$ cat config.mk
export PLATFORM = sky130hd
export DESIGN_NAME = red_led_fader
export DESIGN_NICKNAME = d
export VERILOG_FILES = /design/src/rtl/red_led_fader.sv
export SDC_FILE = /design/constraint.sdc
export NUM_CORES = 1
export LEC_CHECK = 0
export CAP_MARGIN = 20
export CORE_UTILIZATION = 35
export CTS_BUF_LIST = sky130_fd_sc_hd__clkbuf_8
export CTS_CLUSTER_DIAMETER = 200
export CTS_CLUSTER_SIZE = 10
export DETAILED_ROUTE_END_ITERATION = 12
export GPL_TIMING_DRIVEN = 0
export MAX_ROUTING_LAYER = met4
export PLACE_DENSITY = 0.49
export REMOVE_ABC_BUFFERS = 1
export SYNTH_ARGS = -nofsm -noshare
export SYNTH_HDL_FRONTEND = slang
export SYNTH_SLANG_ARGS = --single-unit
$ cat constraint.sdc
create_clock -name clk -period 2.6 [get_ports clk]
set_input_delay 0.26 -clock clk [delete_from_list [all_inputs] [get_ports clk]]
set_output_delay 0.26 -clock clk [all_outputs]
set_load 0.005 [all_outputs]
$ cat src/rtl/red_led_fader.sv
`default_nettype none
// ============================================================================
// Module      : red_led_fader
// Description : PWM fade stage for the red LED bank. Each LED steps its
//               brightness once per PWM period toward its pattern bit.
//               Define RED_LED_FADER_INSTANT_EN to compile fading out.
// Revision    : 1.0  initial release
// ============================================================================
module red_led_fader #(
  parameter int PRESCALE = 2,
  parameter int PWM_BITS = 4
) (
  input  logic       clk,
  input  logic       reset,
  input  logic [7:0] pattern,
  output logic [7:0] led_out,
  output logic       busy
);

  logic [7:0] r_led_out;

  assign led_out = r_led_out;

`ifdef RED_LED_FADER_INSTANT_EN

  // Levels collapse to full on/off, so the drive is simply the registered pattern.
  always_ff @(posedge clk) begin
    if (reset) begin
      r_led_out <= 8'h00;
    end else begin
      r_led_out <= pattern;
    end
  end

  assign busy = 1'b0;

`else

  localparam int                  c_PRE_W    = (PRESCALE > 1) ? $clog2(PRESCALE) : 1;
  localparam logic [c_PRE_W-1:0]  c_PRE_LAST = c_PRE_W'(PRESCALE - 1);
  localparam logic [PWM_BITS-1:0] c_MAX      = {PWM_BITS{1'b1}};

  logic [c_PRE_W-1:0]  r_pre_cnt;
  logic [PWM_BITS-1:0] r_pwm_cnt;
  logic [PWM_BITS-1:0] r_lvl [8];
  logic                r_busy;
  logic                w_tick;
  logic                w_period_end;
  logic [7:0]          w_led_nxt;
  logic [7:0]          w_mismatch;

  assign w_tick       = (r_pre_cnt == c_PRE_LAST);
  assign w_period_end = w_tick && (r_pwm_cnt == c_MAX);

  always_ff @(posedge clk) begin
    if (reset) begin
      r_pre_cnt <= '0;
      r_pwm_cnt <= '0;
    end else begin
      r_pre_cnt <= w_tick ? '0 : r_pre_cnt + 1'b1;
      if (w_tick) begin
        r_pwm_cnt <= r_pwm_cnt + 1'b1;
      end
    end
  end

  // Levels move one step per period and saturate at both ends.
  always_ff @(posedge clk) begin
    if (reset) begin
      for (int i = 0; i < 8; i++) begin
        r_lvl[i] <= '0;
      end
    end else if (w_period_end) begin
      for (int i = 0; i < 8; i++) begin
        if (pattern[i] && (r_lvl[i] != c_MAX)) begin
          r_lvl[i] <= r_lvl[i] + 1'b1;
        end else if (!pattern[i] && (r_lvl[i] != '0)) begin
          r_lvl[i] <= r_lvl[i] - 1'b1;
        end
      end
    end
  end

  generate
    for (genvar i = 0; i < 8; i++) begin : g_led
      assign w_led_nxt[i]  = (r_lvl[i] == c_MAX) || (r_lvl[i] > r_pwm_cnt);
      assign w_mismatch[i] = (r_lvl[i] != (pattern[i] ? c_MAX : '0));
    end
  endgenerate

  always_ff @(posedge clk) begin
    if (reset) begin
      r_led_out <= 8'h00;
      r_busy    <= 1'b0;
    end else begin
      r_led_out <= w_led_nxt;
      r_busy    <= |w_mismatch;
    end
  end

  assign busy = r_busy;

`endif

endmodule
`default_nettype wire

Power grid:
Scale bar: 20 um. Pins as bars on the die edge.
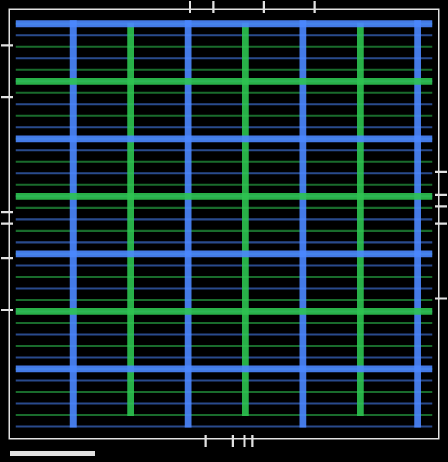
green -> VDD
blue -> VSS
met4 straps = 7
met5 straps = 7
signal pins = 19

==> flow_metrics.env <==
# implementation run metrics
export IMPL_status="finished, final reports clean"
export IMPL_synth_cell_types=41
export IMPL_post_route_period_util=0.9623
export IMPL_edf_count=32
export IMPL_holdPathStages=2
export IMPL_pin_count=19
export IMPL_setup_slack_ns=0.09809
export IMPL_drc=0
export IMPL_dpl_worst_slack_ns=-0.9065
export IMPL_synth_cells_yosys=354
export IMPL_area_leaders="edfxtp_1 28%, ha_1 18%, dfxtp_1 8.1%"
export IMPL_maxSlewViolCount=0
export IMPL_lay_top_count="ha_1"
export IMPL_core_area_um2=9371
export IMPL_firstDrtPassIters=4
export IMPL_wl_um=7361
export IMPL_place_congestion=0.8028
export IMPL_path_clk_slew_ns=0.09
export IMPL_drive_above_1_share=0.1120
export IMPL_rr_worst_depth=11
export IMPL_cts_hold_buf=0
export IMPL_port_buffers=18
export IMPL_layout_nets=449
export IMPL_tritoncts="built"
export IMPL_grt_max_degree=20
export IMPL_hp_class="in2reg"
export IMPL_area_delta_synth_final_pct=16.94
export IMPL_r2r_setup_slack_ns=0.1
export IMPL_grt_pass1_wl_um=12630
export IMPL_final_cell_mix="48 x ha_1, 42 x nor2_1, 32 x edfxtp_1"
export IMPL_hold_viol=0
export IMPL_critical_path_required_ns=2.77
export IMPL_cts_inserted_buffers=5
export IMPL_critPathCaptureType="register"
export IMPL_critPathMaxFanout=8
export IMPL_first_iter_violations=73
export IMPL_layout_min_cycle_time_ns=2.502
export IMPL_dp_hpwl_um=5250
export IMPL_p_leak_nw=1.693
export IMPL_fillers=959
export IMPL_start_kind="register"
export IMPL_ys_seq_frac=0.3606
export IMPL_ys_seq_elements=46
export IMPL_ys_warnings_count=0
export IMPL_clk_latency_ns=0.30
export IMPL_overflow=0
Local utilization:
Scale bar: 20 um. The die is cut into 10 by 10 equal tiles; black is low, pale yellow is high, 0 to 100% covered.
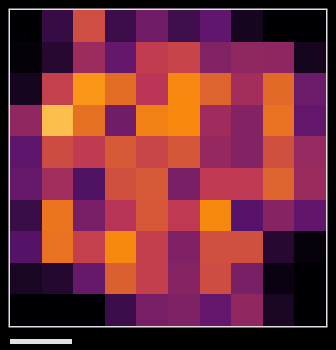
tiles over 75% full = 2.0%
fullest tile = 86%
emptiest ninth of the die = bottom right
densest ninth of the die = middle
nearly empty tiles = 10%

-- where the power goes --
group	switching, mW	internal [mW]	total [mW]
combinational	0.141	0.141	0.282
sequential	0.0455	0.825	0.871
clock	0.263	0.381	0.644
total	0.450	1.35	1.80
-- through the flow --
stage | total power, mW | instance area, um2 | cells | util
global route | 1.898 | 4025 | 513 | 0.4295
finish | 1.797 | 4025 | 513 | 0.4295
CTS | 1.819 | 3948 | 505 | 0.4212
detailed placement | 1.160 | 3749 | 493 | 0.4000
floorplan | 1.052 | 3392 | 345 | -
global placement | 1.150 | 3734 | 492 | 0.3984
-- worst max-delay path, stage by stage (launching register included) --
cell and delay, ns:
dfxtp_4 0.37, ha_4 0.14, nand4_4 0.09, or2_4 0.33, or3_4 0.40, inv_1 0.09
ha_1 0.22, a21o_1 0.19, a21oi_2 0.14, xnor2_1 0.15, nand4_1 0.11, o21ai_1 0.12
-- cells by family (layout without fill, tap and decap cells) --
group                      after synthesis  after routing  share of synthesized area
muxes                                    5              5                    0.01490
buffers and inverters                   39             69                    0.04725
DFF                                     46             46                     0.3606
adders and majority gates               56             56                     0.2188
xor gates and xnor gates                17             17                    0.04326
AOI/OAI and AO/OA                       69             69                     0.1229
and+or+nand+nor                        122            122                     0.1923
-- cell usage after synthesis (2+ instances only) --
library cell	n
a21o_1	10
a21oi_1	28
and3_1	3
and4_1	2
buf_6	2
clkbuf_1	6
dfxtp_1	14
edfxtp_1	32
fa_1	7
ha_1	49
inv_1	30
mux2i_1	4
nand2_1	13
nand2b_1	5
nand3_1	4
nand4_1	17
nor2_1	42
nor2b_1	8
nor3_1	9
nor3_4	2
nor4_1	8
o211ai_1	3
o21a_1	6
o21ai_0	12
o21bai_1	3
or3_1	4
or3_4	2
xnor2_1	8
xor2_1	9
-- metal layers --
metal	global-route usage	wire [um]	share of wire	vias to the layer above
li1	-	-	-	1350
met1	0.2143	3758	0.51	1212
met2	0.2538	3291	0.45	35
met3	0.02622	156	0.021	12
met4	0.06243	155	0.021	0
met5	-	0	0	-
-- timing repair --
action / 4_1_cts / 5_1_grt
endpoints found under the hold margin: 0 / 0
buffers inserted: 4 / 8
gates resized: 13 / 7
setup endpoints to repair: 42 / 7
pin swaps: 6 / 6
-- flip-flops by register name, summed over array words and instances (netlist names) --
register and flops:
r_lvl 32, led_out 8, r_pwm_cnt 4, busy 1, r_pre_cnt 1
-- final timing paths --
check | startpoint | to
hold / removal | reset | led_out[4]$_SDFF_PP0_
setup / recovery | r_pwm_cnt[0]$_SDFFE_PP0P_ | r_lvl[0][11]$_SDFFCE_PN0P_
hold reg to reg | r_pre_cnt$_SDFF_PP0_ | r_pre_cnt$_SDFF_PP0_
setup reg to reg | r_pwm_cnt[0]$_SDFFE_PP0P_ | r_lvl[0][11]$_SDFFCE_PN0P_
-- layout make-up --
type / count / area [um2] / area share
multi-input combinational: 269 / 2091 / 0.5194
timing repair buffer: 31 / 280.3 / 0.06963
tap: 129 / 161.4 / 0.04010
sequential: 46 / 1247 / 0.3099
clock buffer: 5 / 68.82 / 0.01710
inverter: 30 / 112.6 / 0.02798
clock inverter: 3 / 63.81 / 0.01585
Power is estimated from default activity; no workload was simulated.
